<file path="config.mk">
export PLATFORM = sky130hd
export DESIGN_NAME = rvb_clmul_arbiter
export DESIGN_NICKNAME = d
export VERILOG_FILES = /design/src/rtl/rvb_clmul_arbiter.sv
export SDC_FILE = /design/constraint.sdc
export NUM_CORES = 1
export LEC_CHECK = 0
export CAP_MARGIN = 20
export CORE_ASPECT_RATIO = 0.7
export CORE_MARGIN = 2
export CORE_UTILIZATION = 30
export CTS_CLUSTER_SIZE = 16
export DETAILED_ROUTE_END_ITERATION = 8
export PLACE_DENSITY = 0.8
export SYNTH_ARGS = -nofsm -noshare
export SYNTH_HDL_FRONTEND = slang
export SYNTH_SLANG_ARGS = --single-unit
export TNS_END_PERCENT = 5
</file>
<file path="constraint.sdc">
create_clock -name clock -period 1.75 [get_ports clock]
set_input_delay 0.525 -clock clock [delete_from_list [all_inputs] [get_ports clock]]
set_output_delay 0.525 -clock clock [all_outputs]
set_load 0.01 [all_outputs]
</file>
<file path="src/rtl/rvb_clmul_arbiter.sv">
// rvb_clmul_arbiter
// Shares one multi-cycle carry-less multiply unit among NREQ issue ports.
// One operation is in flight at a time. A request is granted round-robin in
// IDLE and its operands are captured. The unit is started in ISSUE and
// awaited in WAIT under a watchdog. The result is then held in RESP until the
// consumer takes it. Illegal op codes and watchdog expiry produce an error
// response with zero data.
module rvb_clmul_arbiter #(
  parameter int NREQ    = 2,
  parameter int TIMEOUT = 16
) (
  input  logic                clock,
  input  logic                reset,
  input  logic [NREQ-1:0]     req_valid,
  output logic [NREQ-1:0]     req_ready,
  input  logic [32*NREQ-1:0]  req_rs1,
  input  logic [32*NREQ-1:0]  req_rs2,
  input  logic [2*NREQ-1:0]   req_op,
  output logic                rsp_valid,
  input  logic                rsp_ready,
  output logic [1:0]          rsp_id,
  output logic [31:0]         rsp_data,
  output logic                rsp_err,
  output logic                unit_start,
  input  logic                unit_ready,
  output logic [1:0]          unit_op,
  output logic [31:0]         unit_rs1,
  output logic [31:0]         unit_rs2,
  input  logic                unit_done,
  input  logic [31:0]         unit_result
);

  localparam int CW = (TIMEOUT > 1) ? $clog2(TIMEOUT) : 1;
  localparam logic [1:0] OP_ILLEGAL = 2'b11;

  typedef enum logic [1:0] {
    S_IDLE,
    S_ISSUE,
    S_WAIT,
    S_RESP
  } state_t;

  state_t          state_q;
  state_t          state_d;

  // Captured operation and response registers.
  logic [1:0]      last_q;
  logic [1:0]      id_q;
  logic            illegal_q;
  logic [1:0]      op_q;
  logic [31:0]     rs1_q;
  logic [31:0]     rs2_q;
  logic [31:0]     data_q;
  logic            err_q;
  logic [CW-1:0]   cnt_q;

  // Round-robin search results and the selected requester's operands.
  logic            grant_found;
  logic [1:0]      grant_idx;
  logic [2:0]      cand;
  logic [31:0]     sel_rs1;
  logic [31:0]     sel_rs2;
  logic [1:0]      sel_op;

  // FSM strobes.
  logic            accept;
  logic            issue_fire;
  logic            done_fire;
  logic            timeout_fire;
  logic            illegal_fire;
  logic            cnt_expired;

  assign cnt_expired = (cnt_q == CW'(TIMEOUT - 1));

  // Round-robin search: first valid requester starting at last+1 (mod NREQ).
  // NOTE: every variable written in always_comb gets a default at the top so
  // no path leaves it unassigned; a missing default infers a latch.
  always_comb begin
    grant_found = 1'b0;
    grant_idx   = '0;
    cand        = '0;
    for (int k = 1; k <= NREQ; k++) begin
      cand = {1'b0, last_q} + 3'(k);
      if (cand >= 3'(NREQ)) begin
        cand = cand - 3'(NREQ);
      end
      for (int i = 0; i < NREQ; i++) begin
        if (!grant_found && req_valid[i] && (cand == 3'(i))) begin
          grant_found = 1'b1;
          grant_idx   = 2'(i);
        end
      end
    end
  end

  // Operand mux for the requester that wins the search.
  always_comb begin
    sel_rs1 = '0;
    sel_rs2 = '0;
    sel_op  = '0;
    for (int i = 0; i < NREQ; i++) begin
      if (grant_idx == 2'(i)) begin
        sel_rs1 = req_rs1[32*i +: 32];
        sel_rs2 = req_rs2[32*i +: 32];
        sel_op  = req_op[2*i +: 2];
      end
    end
  end

  // State register; reset is sampled on the clock edge and wins over any
  // in-flight operation.
  // NOTE: sequential state uses non-blocking assignments so every register
  // samples pre-edge values regardless of process ordering.
  always_ff @(posedge clock) begin
    if (!reset) begin
      state_q <= S_IDLE;
    end else begin
      state_q <= state_d;
    end
  end

  // Next-state logic and combinational handshake outputs.
  always_comb begin
    state_d      = state_q;
    accept       = 1'b0;
    issue_fire   = 1'b0;
    done_fire    = 1'b0;
    timeout_fire = 1'b0;
    illegal_fire = 1'b0;
    req_ready    = '0;
    unit_start   = 1'b0;
    rsp_valid    = 1'b0;
    case (state_q)
      S_IDLE: begin
        if (grant_found) begin
          accept = 1'b1;
          for (int i = 0; i < NREQ; i++) begin
            req_ready[i] = (grant_idx == 2'(i));
          end
          state_d = S_ISSUE;
        end
      end
      S_ISSUE: begin
        if (illegal_q) begin
          illegal_fire = 1'b1;
          state_d      = S_RESP;
        end else begin
          unit_start = 1'b1;
          if (unit_ready) begin
            issue_fire = 1'b1;
            state_d    = S_WAIT;
          end
        end
      end
      S_WAIT: begin
        if (unit_done) begin
          done_fire = 1'b1;
          state_d   = S_RESP;
        end else if (cnt_expired) begin
          timeout_fire = 1'b1;
          state_d      = S_RESP;
        end
      end
      S_RESP: begin
        rsp_valid = 1'b1;
        if (rsp_ready) begin
          state_d = S_IDLE;
        end
      end
      default: state_d = S_IDLE;
    endcase
  end

  // Operation capture, watchdog counter and response registers.
  // NOTE: every register here is reset because each one drives an output
  // (or the arbitration order) whose post-reset value must be defined.
  always_ff @(posedge clock) begin
    if (!reset) begin
      last_q    <= 2'(NREQ - 1);
      id_q      <= '0;
      illegal_q <= 1'b0;
      op_q      <= '0;
      rs1_q     <= '0;
      rs2_q     <= '0;
      data_q    <= '0;
      err_q     <= 1'b0;
      cnt_q     <= '0;
    end else begin
      if (accept) begin
        last_q    <= grant_idx;
        id_q      <= grant_idx;
        rs1_q     <= sel_rs1;
        rs2_q     <= sel_rs2;
        illegal_q <= (sel_op == OP_ILLEGAL);
        // The unit never sees the illegal code; it is never started for it.
        op_q      <= (sel_op == OP_ILLEGAL) ? 2'b00 : sel_op;
      end
      if (issue_fire) begin
        cnt_q <= '0;
      end else if ((state_q == S_WAIT) && !unit_done && !cnt_expired) begin
        cnt_q <= cnt_q + CW'(1);
      end
      // Late done pulses outside WAIT never reach here, so a held error
      // response keeps zero data.
      if (done_fire) begin
        data_q <= unit_result;
        err_q  <= 1'b0;
      end else if (timeout_fire || illegal_fire) begin
        data_q <= '0;
        err_q  <= 1'b1;
      end
    end
  end

  assign rsp_id   = id_q;
  assign rsp_data = data_q;
  assign rsp_err  = err_q;
  assign unit_op  = op_q;
  assign unit_rs1 = rs1_q;
  assign unit_rs2 = rs2_q;

endmodule

</file>
**Run 1: M3 wires**

Scale bar: 50 um.
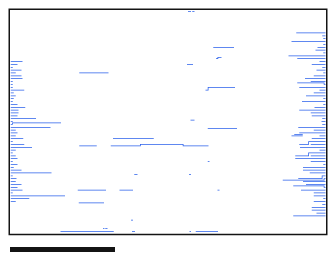
The wires run mostly horizontal. The layer holds 6.5% of the routed length. 129 nets have wire on it. The longest straight run is 25.5 um.

**Run 1: routed metal, one color a layer**

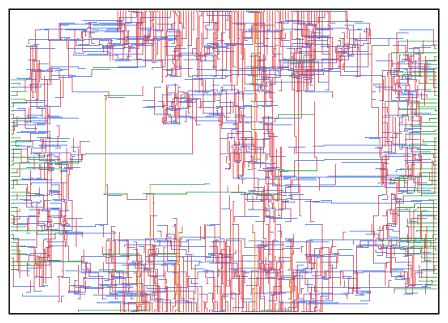
Blue stands for metal 1, wire length 5980 um. Green stands for metal 3, wire length 924 um. Red stands for metal 2, wire length 7070 um. Orange stands for metal 4, wire length 290 um.

**Run 1: placed standard cells**

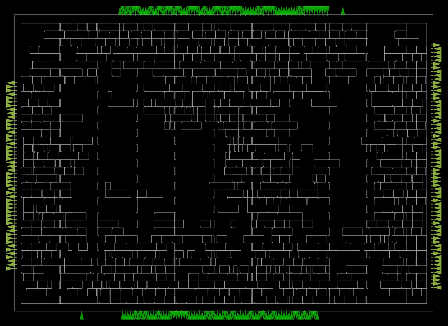
Fillers: 1292
flip-flop and latch count: 108
Tap Count: 195
Core Box Area: 14700 um^2
Finished Layout Cells: 896

==> results.toml, run 1 <==
# physical design summary
[power]
p_leak_nw = 3.88
intPower_mw = 6.15

[synthesis]
topCellsByArea = "dfxtp_1 48%, mux2i_1 10%, o211a_1 9.8%, a22o_1 6.2%, nand2_1 4.9%"
yosysWarnings = 0
synth_nets = 599
yosysUniqueCellTypes = 33
yosysTopAreaCell = "dfxtp_1"

[clock_tree]
cts.sinks = 108
cts_buffers = 9
clock_latency_ps = 340
cts_tree = "done"
clk_pin_slew_ps = 70

[detailed_routing]
detail-route-antenna-nets = 0

[final_layout]
drive_gt1_frac = 0.0899
layout_top_cell = "clkdlybuf4s50_1"
final_nets = 872
antennaDiodeCount = 0

[floorplan]
fp_util = 0.307
ioPinCount = 276
placementRows = 37

[sta]
rsz0062_at_grt = "yes"
timing.fmax_mhz = 557
setup_viol = 3
final.setup.worst_slack_ps = -44.4

[critical_path]
cp.required_ps = 1220

[outcome]
status = "finished, violations left"
violations = "negative setup slack"
[run 1: metal layers]
layer / routed length (um) / GRT usage
met5: 0 / 0
met3: 923 / 0.0438
met4: 290 / 0.0559
met2: 7070 / 0.314
met1: 5980 / 0.201
[run 1: logic make-up (layout without fill, tap and decap cells)]
| kind of cell | after synthesis | count (layout) | synth area share |
|---|---|---|---|
| AOI/OAI and AO/OA | 113 | 113 | 0.233 |
| other | 1 | 1 | 0.000833 |
| muxes | 46 | 46 | 0.102 |
| xor gates and xnor gates | 3 | 3 | 0.00584 |
| adders and majority gates | 5 | 5 | 0.0139 |
| buffers and inverters | 44 | 322 | 0.0559 |
| DFF | 108 | 108 | 0.480 |
| and+or+nand+nor | 103 | 103 | 0.108 |
[run 1: state kept, by name, indices dropped and copies added, names as in the netlist, 2 cells and up]
signal,flops
unit_rs1,32
unit_op,2
cnt_q,4
rsp_data,32
state_q,2
unit_rs2,32
[run 1: worst paths after layout]
path	start	slack (ps)	cells past startpoint	to
hold reg to reg	rsp_data[17]$_SDFFE_PN0P_	470	1	rsp_data[17]$_SDFFE_PN0P_
setup / recovery	state_q[1]$_SDFFE_PN0P_	-40	5	req_ready[1]
hold / removal	rsp_data[17]$_SDFFE_PN0P_	470	1	rsp_data[17]$_SDFFE_PN0P_
setup reg to reg	state_q[1]$_SDFFE_PN0P_	90	9	rsp_data[16]$_SDFFE_PN0P_
[run 1: layout make-up]
class / count / area [um^2]
fill: 1292 / 6910
timing repair buffer: 302 / 2930
sequential: 108 / 2160
multi-input combinational: 271 / 2150
tap: 195 / 244
clock buffer: 11 / 233
clock inverter: 5 / 37.5
inverter: 4 / 15.0
[run 1: critical path, cell delays in order (launching register included)]
cell and delay (ps):
dfxtp_2 350, inv_2 60, ha_4 170, buf_6 110, and2_4 130, buf_6 120
**Run 1: a small window of the routed layout**

Region (55, 12) to (95, 52) um. Cells in gray, sequential cells in the stronger gray; small squares are vias.
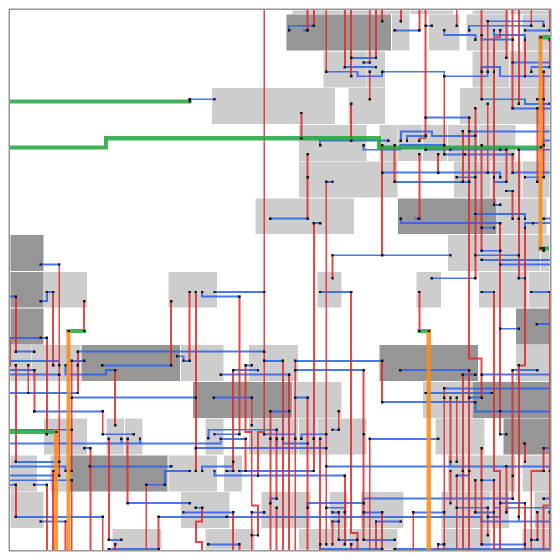

==> run 1 -> run 2 <==
Settings changed: CORE_ASPECT_RATIO 0.7 to unset.
**Run 2: a small window of the routed layout**

Region (43, 18) to (83, 58) um. Cells in gray, sequential cells in the stronger gray; small squares are vias.
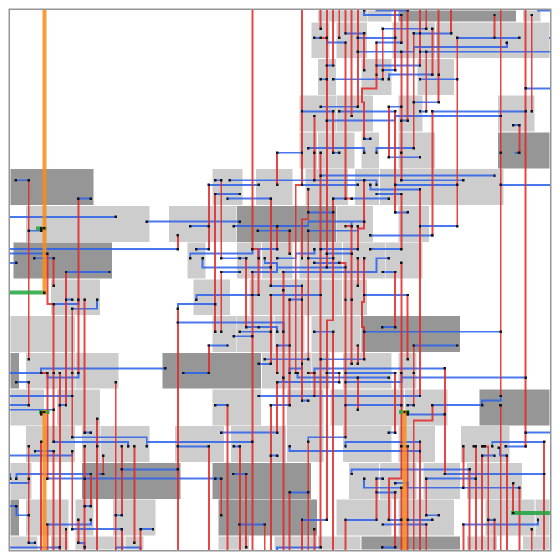
Blue stands for metal 1. Orange stands for metal 4. Red stands for metal 2. Green stands for metal 3.
Netlist names of flops here include unit_rs1 (3), unit_rs2 (3), unit_op (2). Most frequent: buf_4 (14), dfxtp_1 (10), nand2_1 (8). Sequential cells in the window: 10. 80 logic cells have their middle in the window.

==> run 2 against run 1 <==
Against the previous run:
- the flow still finishes with violations (negative setup slack)
- synthesized cell count did not move
- utilization rose by 0.78 points
- largest power group unchanged
- largest cell class unchanged
- total power rose by 3.6%
- sequential share of layout area fell by 0.21 points
- register-to-register slack barely moved
- clock skew fell by 1.5 ps
- global-route usage fell by 0.17 points
- clock power rose by 14%
- non-clock buffer count rose by 2
- critical endpoint is now req_ready[0]
==> results.toml, run 2 <==
# physical design summary
[synthesis]
topCellsByArea = "dfxtp_1 48%, mux2i_1 10%, o211a_1 9.8%, a22o_1 6.2%, nand2_1 4.9%"
yosysTopAreaCell = "dfxtp_1"
yosysWarnings = 0
yosysUniqueCellTypes = 33
synth_nets = 599

[critical_path]
cpLargestDelayFamily = "buffers and inverters"
slowest_stage = "clkdlybuf4s15_2"
max_stage_delay_ps = 240
cp_cell_sequence = "clkdlybuf4s15_2 -> a21boi_4 -> buf_4 -> nor2_4 -> buf_6"
critPathCapture = "req_ready[0]"
r2r_end = "unit_rs2[10]$_SDFFE_PN0P_"
r2r_slack_ps = 90
path_depth = 5
cp.required_ps = 1220
rr_startpoint = "state_q[0]$_SDFFE_PN0P_"
startpoint = "req_valid[0]"
worst-path-buf-inv = 3

[sta]
timing.fmax_mhz = 562
final.setup.worst_slack_ps = -28.3
hold_ws_ps = 471
rsz0062_at_grt = "yes"
setup_viol = 2

[clock_tree]
hold_buffers = 0
cts.sinks = 108
clk_pin_slew_ps = 80
clock_latency_ps = 350
cts_buffers = 9

[final_layout]
layout_top_cell = "clkdlybuf4s50_1"
fill_cells = 1253
final_nets = 874
drive_gt1_frac = 0.0982

[power]
p_comb_mw = 4.11
p_leak_nw = 3.82
intPower_mw = 6.36

[outcome]
status = "finished, violations left"
violations = "negative setup slack"

[detailed_routing]
wl_met2_um = 7170
detail-route-antenna-nets = 0
top_layer_used = "met4"
wirelength_met1_um = 5350

[floorplan]
core-area_um2 = 14600
ioPinCount = 276
fp_util = 0.308
placementRows = 44

[global_routing]
gr-usage-met2 = 0.313
grtUsageMet1 = 0.176
gr-usage-met3 = 0.0645
busiest_layer = "met2"

[hold_path]
holdPathStages = 3
hold_path_end = "rsp_err$_SDFFE_PP0P_"
## run 2: cell families (layout without fill, tap and decap cells)
kind of cell,count (synthesis),count (layout),synth area share
AND-OR/OR-AND,113,113,0.233
buffers and inverters,44,324,0.0559
XOR/XNOR,3,3,0.00584
adder cells (fa/ha/maj),5,5,0.0139
AND/OR/NAND/NOR,103,103,0.108
flip-flops,108,108,0.480
multiplexers,46,46,0.102
other,1,2,0.000833
## run 2: timing repair
action | CTS | global route
resized | 135 | 17
endpoints found under the setup margin | 153 | 10
pin swaps | 3 | 3
hold endpoints to repair | 0 | 0
setup buffers | 3 | 1
cloned | 1 | 0
## run 2: worst reg2reg max path: stages, from the launching register on
cell,delay (ps)
dfxtp_4,370
inv_4,70
ha_4,160
buf_4,110
buf_4,140
nor2b_4,270
buf_12,220
nand2_1,90
o211a_1,130
## run 2: metrics by stage
| stage | setup slack (ps) | instances | total power [mW] | TNS (ps) |
|---|---|---|---|---|
| 3_5_place_dp | -795 | 866 | 7.72 | -46580 |
| 5_1_grt | -65.6 | 887 | 10.2 | -187 |
| 6_report | -28.3 | 888 | 9.66 | -32.0 |
| 2_1_floorplan | 25.8 | 423 | 5.48 | 0 |
| 3_3_place_gp | -782 | 866 | 7.56 | -41600 |
| 4_1_cts | -64.0 | 886 | 9.65 | -132 |
## run 2: final cells by class
type / instances / area (um^2) / share of cell area
inverter: 4 / 20.0 / 0.00255
tap: 184 / 230 / 0.0294
multi-input combinational: 271 / 2150 / 0.275
antenna: 1 / 2.50 / 0.000319
clock buffer: 9 / 225 / 0.0287
clock inverter: 7 / 95.1 / 0.0121
sequential: 108 / 2170 / 0.277
timing repair buffer: 304 / 2940 / 0.375
Power and IR drop assume default switching activity.
